==> images/clk_routes.png <==
(4 px per micron)
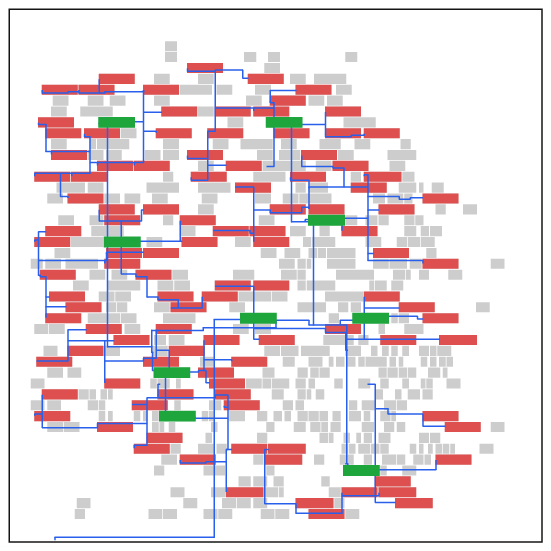
==> images/congestion.png <==
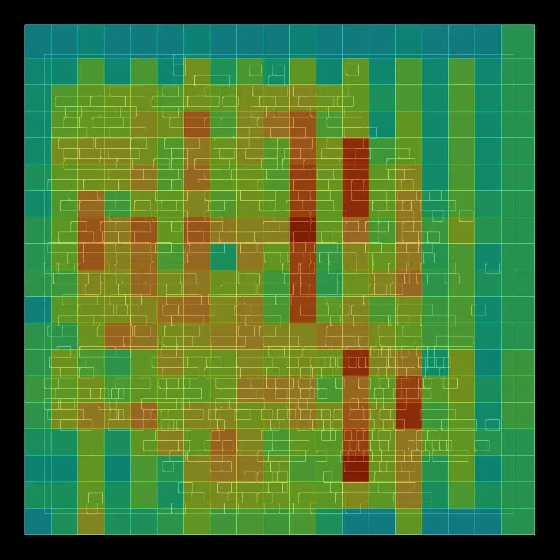
==> images/power_grid.png <==
(4 px per micron) Pins as bars on the die edge.
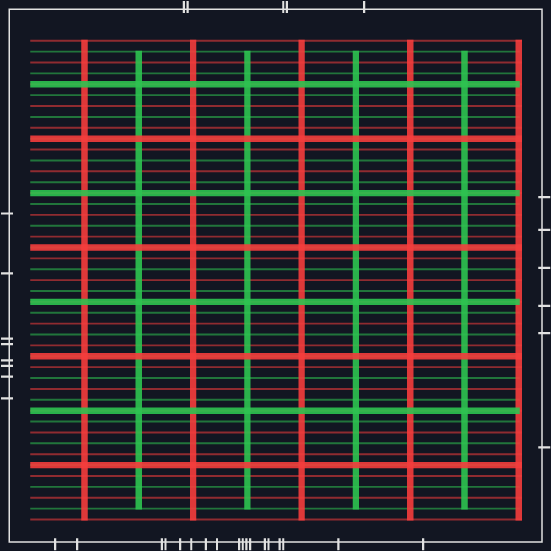
==> images/cell_density.png <==
(2 px per micron) The die is cut into 13 by 13 equal tiles; white is low, dark blue is high, 0 to 100% covered.
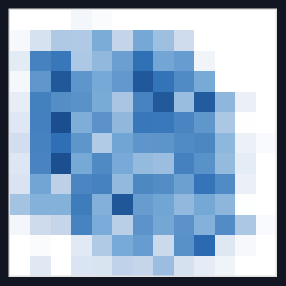
==> images/wires.png <==
(4 px per micron) Two of the layers only.
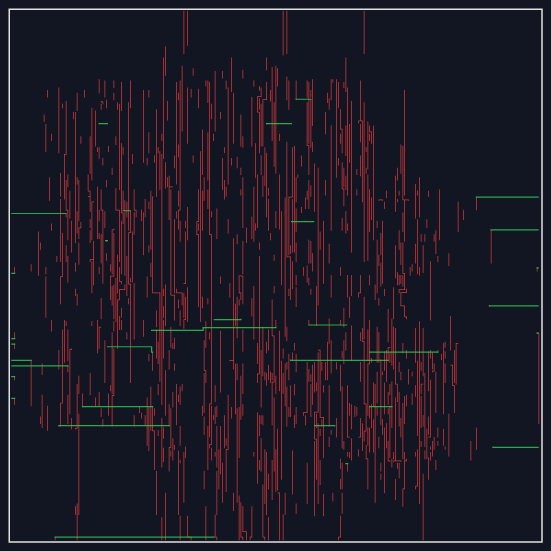
$ cat src/rtl/i2c_target_fifo.sv
// I2C target engine: oversampled SCL/SDA, 7-bit address match, RX FIFO for writes
// and a valid/ready TX port for reads. SDA is only ever pulled low through sda_oe.
module i2c_target_fifo #(
  parameter logic [6:0] OWN_ADDR    = 7'h50,
  parameter int         FIFO_DEPTH  = 8,
  parameter int         SYNC_STAGES = 2,
  parameter logic [7:0] IDLE_BYTE   = 8'hFF
) (
  input  logic       clk,
  input  logic       RESET_IN,
  input  logic       scl_i,
  input  logic       sda_i,
  output logic       sda_oe,
  output logic [6:0] ADRESS_OUT,
  output logic       rw_out,
  output logic       addr_hit,
  output logic [7:0] DATA_OUT,
  output logic       rx_valid,
  input  logic       rx_ready,
  input  logic [7:0] tx_data,
  input  logic       tx_valid,
  output logic       tx_ready,
  output logic       rx_overflow,
  output logic       tx_underrun,
  output logic       busy
);

  localparam int AW = $clog2(FIFO_DEPTH);

  typedef enum logic [3:0] {
    IDLE,
    ADDR,
    ADDR_ACK,
    WR_DATA,
    WR_ACK,
    RD_LOAD,
    RD_DATA,
    RD_ACK,
    IGNORE
  } state_t;

  logic [SYNC_STAGES-1:0] scl_sync;
  logic [SYNC_STAGES-1:0] sda_sync;
  logic                   scl_s;
  logic                   sda_s;
  logic                   scl_q;
  logic                   sda_q;
  logic                   scl_rise;
  logic                   scl_fall;
  logic                   start_det;
  logic                   stop_det;

  state_t      state;
  state_t      state_next;
  logic [2:0]  bit_cnt;
  logic [2:0]  bit_cnt_next;
  logic [6:0]  shift;
  logic [6:0]  shift_next;
  logic        ack_phase;
  logic        ack_phase_next;
  logic        ack_ok;
  logic        ack_ok_next;
  logic        sda_oe_next;
  logic        busy_next;
  logic [7:0]  rx_byte;
  logic [7:0]  tx_byte;
  logic        addr_load;
  logic        push;
  logic        pop;
  logic        hit;
  logic        overflow;
  logic        tx_take;
  logic        underrun;

  logic [7:0]  mem [FIFO_DEPTH];
  logic [AW:0] wr_ptr;
  logic [AW:0] rd_ptr;
  logic        fifo_empty;
  logic        fifo_full;

  // Idle bus is high, so the synchronisers reset to 1 to avoid a phantom edge
  always_ff @(posedge clk or negedge RESET_IN) begin
    if (!RESET_IN) begin
      scl_sync <= '1;
      sda_sync <= '1;
      scl_q    <= 1'b1;
      sda_q    <= 1'b1;
    end else begin
      scl_sync <= {scl_sync[SYNC_STAGES-2:0], scl_i};
      sda_sync <= {sda_sync[SYNC_STAGES-2:0], sda_i};
      scl_q    <= scl_sync[SYNC_STAGES-1];
      sda_q    <= sda_sync[SYNC_STAGES-1];
    end
  end

  assign scl_s     = scl_sync[SYNC_STAGES-1];
  assign sda_s     = sda_sync[SYNC_STAGES-1];
  assign scl_rise  = scl_s & ~scl_q;
  assign scl_fall  = ~scl_s & scl_q;
  assign start_det = scl_s & scl_q & sda_q & ~sda_s;
  assign stop_det  = scl_s & scl_q & ~sda_q & sda_s;
  assign rx_byte   = {shift, sda_s};

  assign fifo_empty = (wr_ptr == rd_ptr);
  assign fifo_full  = (wr_ptr[AW] != rd_ptr[AW]) && (wr_ptr[AW-1:0] == rd_ptr[AW-1:0]);
  assign rx_valid   = ~fifo_empty;
  assign pop        = rx_valid & rx_ready;
  assign DATA_OUT   = mem[rd_ptr[AW-1:0]];
  assign tx_ready   = tx_take;

  always_ff @(posedge clk or negedge RESET_IN) begin
    if (!RESET_IN) begin
      wr_ptr <= '0;
      rd_ptr <= '0;
      for (int i = 0; i < FIFO_DEPTH; i++) begin
        mem[i] <= 8'h00;
      end
    end else begin
      if (push) begin
        mem[wr_ptr[AW-1:0]] <= rx_byte;
        wr_ptr              <= wr_ptr + {{AW{1'b0}}, 1'b1};
      end
      if (pop) begin
        rd_ptr <= rd_ptr + {{AW{1'b0}}, 1'b1};
      end
    end
  end

  always_ff @(posedge clk or negedge RESET_IN) begin
    if (!RESET_IN) begin
      state       <= IDLE;
      bit_cnt     <= 3'd0;
      shift       <= 7'd0;
      ack_phase   <= 1'b0;
      ack_ok      <= 1'b0;
      sda_oe      <= 1'b0;
      busy        <= 1'b0;
      ADRESS_OUT  <= 7'd0;
      rw_out      <= 1'b0;
      addr_hit    <= 1'b0;
      rx_overflow <= 1'b0;
      tx_underrun <= 1'b0;
    end else begin
      state       <= state_next;
      bit_cnt     <= bit_cnt_next;
      shift       <= shift_next;
      ack_phase   <= ack_phase_next;
      ack_ok      <= ack_ok_next;
      sda_oe      <= sda_oe_next;
      busy        <= busy_next;
      addr_hit    <= hit;
      rx_overflow <= overflow;
      tx_underrun <= underrun;
      if (addr_load) begin
        ADRESS_OUT <= rx_byte[7:1];
        rw_out     <= rx_byte[0];
      end
    end
  end

  // ack_phase separates the SCL fall that starts an ACK slot from the one that ends it
  always_comb begin
    state_next     = state;
    bit_cnt_next   = bit_cnt;
    shift_next     = shift;
    ack_phase_next = ack_phase;
    ack_ok_next    = ack_ok;
    sda_oe_next    = sda_oe;
    busy_next      = busy;
    tx_byte        = IDLE_BYTE;
    addr_load      = 1'b0;
    push           = 1'b0;
    hit            = 1'b0;
    overflow       = 1'b0;
    tx_take        = 1'b0;
    underrun       = 1'b0;

    case (state)
      IDLE: begin
        sda_oe_next = 1'b0;
      end

      ADDR: begin
        if (scl_rise) begin
          shift_next   = rx_byte[6:0];
          bit_cnt_next = bit_cnt + 3'd1;
          if (bit_cnt == 3'd7) begin
            addr_load      = 1'b1;
            bit_cnt_next   = 3'd0;
            ack_phase_next = 1'b0;
            state_next     = (rx_byte[7:1] == OWN_ADDR) ? ADDR_ACK : IGNORE;
          end
        end
      end

      ADDR_ACK: begin
        if (scl_fall) begin
          if (!ack_phase) begin
            sda_oe_next    = 1'b1;
            ack_phase_next = 1'b1;
            hit            = 1'b1;
          end else begin
            ack_phase_next = 1'b0;
            bit_cnt_next   = 3'd0;
            if (rw_out) begin
              state_next = RD_LOAD;
            end else begin
              sda_oe_next = 1'b0;
              state_next  = WR_DATA;
            end
          end
        end
      end

      WR_DATA: begin
        if (scl_rise) begin
          shift_next   = rx_byte[6:0];
          bit_cnt_next = bit_cnt + 3'd1;
          if (bit_cnt == 3'd7) begin
            bit_cnt_next   = 3'd0;
            ack_phase_next = 1'b0;
            state_next     = WR_ACK;
            if (!fifo_full || pop) begin
              push        = 1'b1;
              ack_ok_next = 1'b1;
            end else begin
              overflow    = 1'b1;
              ack_ok_next = 1'b0;
            end
          end
        end
      end

      WR_ACK: begin
        if (scl_fall) begin
          if (!ack_phase) begin
            sda_oe_next    = ack_ok;
            ack_phase_next = 1'b1;
          end else begin
            sda_oe_next    = 1'b0;
            ack_phase_next = 1'b0;
            state_next     = WR_DATA;
          end
        end
      end

      // The MSB goes straight onto sda_oe; the remaining seven bits wait in shift
      RD_LOAD: begin
        if (tx_valid) begin
          tx_byte = tx_data;
          tx_take = 1'b1;
        end else begin
          tx_byte  = IDLE_BYTE;
          underrun = 1'b1;
        end
        shift_next   = tx_byte[6:0];
        sda_oe_next  = ~tx_byte[7];
        bit_cnt_next = 3'd0;
        state_next   = RD_DATA;
      end

      RD_DATA: begin
        if (scl_fall) begin
          if (bit_cnt == 3'd7) begin
            sda_oe_next  = 1'b0;
            bit_cnt_next = 3'd0;
            state_next   = RD_ACK;
          end else begin
            sda_oe_next  = ~shift[6];
            shift_next   = {shift[5:0], 1'b0};
            bit_cnt_next = bit_cnt + 3'd1;
          end
        end
      end

      RD_ACK: begin
        if (scl_rise) begin
          ack_ok_next = ~sda_s;
        end
        if (scl_fall) begin
          state_next = ack_ok ? RD_LOAD : IGNORE;
        end
      end

      IGNORE: begin
        sda_oe_next = 1'b0;
      end

      default: begin
        state_next  = IDLE;
        sda_oe_next = 1'b0;
      end
    endcase

    // Bus conditions win over whatever the byte engine was doing
    if (start_det || stop_det) begin
      addr_load      = 1'b0;
      push           = 1'b0;
      hit            = 1'b0;
      overflow       = 1'b0;
      tx_take        = 1'b0;
      underrun       = 1'b0;
      sda_oe_next    = 1'b0;
      bit_cnt_next   = 3'd0;
      ack_phase_next = 1'b0;
    end
    if (start_det) begin
      state_next = ADDR;
      busy_next  = 1'b1;
    end else if (stop_det) begin
      state_next = IDLE;
      busy_next  = 1'b0;
    end
  end

endmodule

$ cat config.mk
export PLATFORM = sky130hd
export DESIGN_NAME = i2c_target_fifo
export DESIGN_NICKNAME = d
export VERILOG_FILES = /design/src/rtl/i2c_target_fifo.sv
export SDC_FILE = /design/constraint.sdc
export NUM_CORES = 1
export LEC_CHECK = 0
export ABC_AREA = 0
export CAP_MARGIN = 20
export CORE_MARGIN = 5
export CORE_UTILIZATION = 35
export CTS_CLUSTER_SIZE = 20
export DETAILED_ROUTE_END_ITERATION = 8
export PLACE_DENSITY = 0.53
export REMOVE_ABC_BUFFERS = 1
export SYNTH_ARGS = -nofsm -noshare
export SYNTH_HDL_FRONTEND = slang
export SYNTH_SLANG_ARGS = --single-unit
$ cat constraint.sdc
create_clock -name clk -period 2.4 [get_ports clk]
set_input_delay 0.24 -clock clk [delete_from_list [all_inputs] [get_ports clk]]
set_output_delay 0.24 -clock clk [all_outputs]
set_load 0.01 [all_outputs]
==> Changelog: implementation <==
### Implementation results

- Final Hold Vio Count: 0
- Flops: 107
- Final std cells w/o fill: 649
- Syn Area/Cell: about 13 sq um
- N_taps: ~180
- WL met3: 304 microns
- Post-synth EDFFs: 0
- Number of cells in Yosys stat: 404
- Biggest regs: mem: 64 flops, ADRESS_OUT: 7 flops, shift: 7 flops
- Iter 0 DRT Violations: between 200 and 250
- Synth warn: 0
- NonClk Buf Share: 11.1%
- Status: completed
- Antenna violations before repair: 0
- Routed wl met2: 5.59 mm
- Cell area leaders: dfrtp_1 48%, mux2_2 17%, mux4_2 6.8%
- Post-layout nets: 478
- Bufs on Longest Clock Path: 2
- Post-Synth Simple-Gate Area: 11.9%
- Worst Slack Setup Final: about 0.075 ns
- MUX share of area: 25.0%
- DRT met1 WL: 5.88 mm
- Cycle use final: 96.9%
- Synth top area share: 47.9%
- Core Rows: ~44
- Yosys stat chip area: between 5000 and 6000 sq um
- XORs/XNORs by Area: 1.99%
- Worst r2r src: bit_cnt[0]
- Period minus WS final: 2.32 ns
- Hold Path Class: primary input to flip-flop
- CTS Buf Count: 9
- Tool Warnings: 25
- Seq share, synth: 50.9%
- Detailed-placement wirelength estimate: about 8.1 mm
- Slowest cell on crit path: mux4_2
- Number of signal-net buffers in the layout: 74
- Num ports: 37
- R2R Setup Slk: around 0.075 ns
- Slew HR: roughly 60%
- Yosys adder share: less than 1%
- ClkCell Share: 4.83%
- Resized Gates After CTS: 11
- Largest cell class by area: registers
- Antenna Cells: 0
- Number of global-route vias before repair: about 3400
- Final setup violation count: 0
- GPL Wtd Cong: 0.794
- Root Driver: clkbuf_16
- Setup tns final: 0 ns
- Top logic family: multiplexers
- CTS tree: done
- Setup Fix Bufs, Post-CTS: 4
- Critical path peak fanout: 9
- H-tree depth: 3
- Yosys cell types: around 57
- Most frequent logic cells in the routed design: 99 x dfrtp_1, 81 x mux2_2, 31 x buf_4
- Flop area: 2690 sq um
- FMAX: 430 MHz
- Post-DRT Antenna Nets: 0
- Crit. End Element: output pin
- Post-route cell area: 6450 sq um
- Largest net degree at the start of global routing: 49
- Logic share of the area: around 39%
- Startpoint Class: flip-flop
- Synthesized cell area: approximately 5300 sq um
- Area Overhead vs Synth: 22.2%
- CP Capture Point: DATA_OUT[5]
- Crit. Startpoint: rd_ptr[0]
- Pwr per Cell Area: ~760 nW/um^2
- Slew Limit Fails: 0
- Max reg flops: 64
- Inverters: 5
- Pre-Repair DR Iteration Count: 4
- Reg with most FFs: mem
- Fin Clk Skew: about 0.012 ns
- Comb area: 2480 sq um
- Pleak: 2.92 nW
- Setup WS pre-CTS: 0.0537 ns
- Most frequent cell after synthesis: dfrtp_1
- Max_cap viols: 0
- Worst Reg-to-Reg Cells: 8
- Largest stage delay, worst path: 0.49 ns
- Critical path, cell by cell: buf_12 > buf_4 > mux4_2 > mux2_2 > dlygate4sd2_1
-- clk_routes.png (at the start) --
legend:
  green:
    item: clock drivers
    count: 9
  red:
    item: flip-flops
    count: 107
  blue:
    item: clock wires
    length: 1380 microns
flops lie: spread over the die
routed clock nets: 10
clock group power: 0.00156 W
clock share of power: 31.8%
clk_lat worst skew: 0.36 ns

-- congestion.png (at the start) --
GR Layer Usage met2: 21.5%
M1 GR Usage: 20.0%
busiest grt layer: met2
met3 usage: 2.28%
Tot GR Track Use: 14.1%

-- power_grid.png (at the start) --
legend:
  red:
    net: VSS
  green:
    net: VDD
signal pins: 37
met1 rails: 45
rows: 44
met4 straps: 9
met5 straps: 8
Die W: 133 microns
die height: 133 microns
Peak VDD IR: 369 uV

-- cell_density.png (at the start) --
fullest tile: 88%
mean over tiles: 35%
tiles over 75% full: 4.7%
emptiest ninth of the die: top right
nearly empty tiles: 21%
core area: 14600 sq um
FP Util: 36.0%
final core occ: 44.0%

-- wires.png (at the start) --
legend:
  green:
    layer: metal 3
    wire_length: 304 microns
  red:
    layer: metal 2
    wire_length: 5590 microns
WL final: 12.0 mm
vias: 3416
drt wl/cell: 18.4 microns

==> critical path: cells and delay by family (launching register included) <==
kind,cells,cell delay (ns)
buf+inv,3,0.55
mux,2,0.77
flops,1,0.41
==> where the power goes <==
part	total (W)	internal, W	switching [W]
sequential	0.00220	0.00193	0.000272
clock	0.00156	0.000852	0.000710
combinational	0.00115	0.000551	0.000599
==> worst min path at each step <==
stage	end	from	cells past startpoint	slack (ns)
2_1_floorplan	ADRESS_OUT[0]	RESET_IN	0	-0.06
6_report	scl_sync[0]	scl_i	1	0.29
4_1_cts	scl_sync[0]	scl_i	1	0.28
3_3_place_gp	ADRESS_OUT[4]	RESET_IN	1	0.29
3_5_place_dp	ADRESS_OUT[4]	RESET_IN	1	0.30
5_1_grt	sda_sync[0]	sda_i	1	0.29
No activity file was given, so power comes from the tool's default toggle rates.
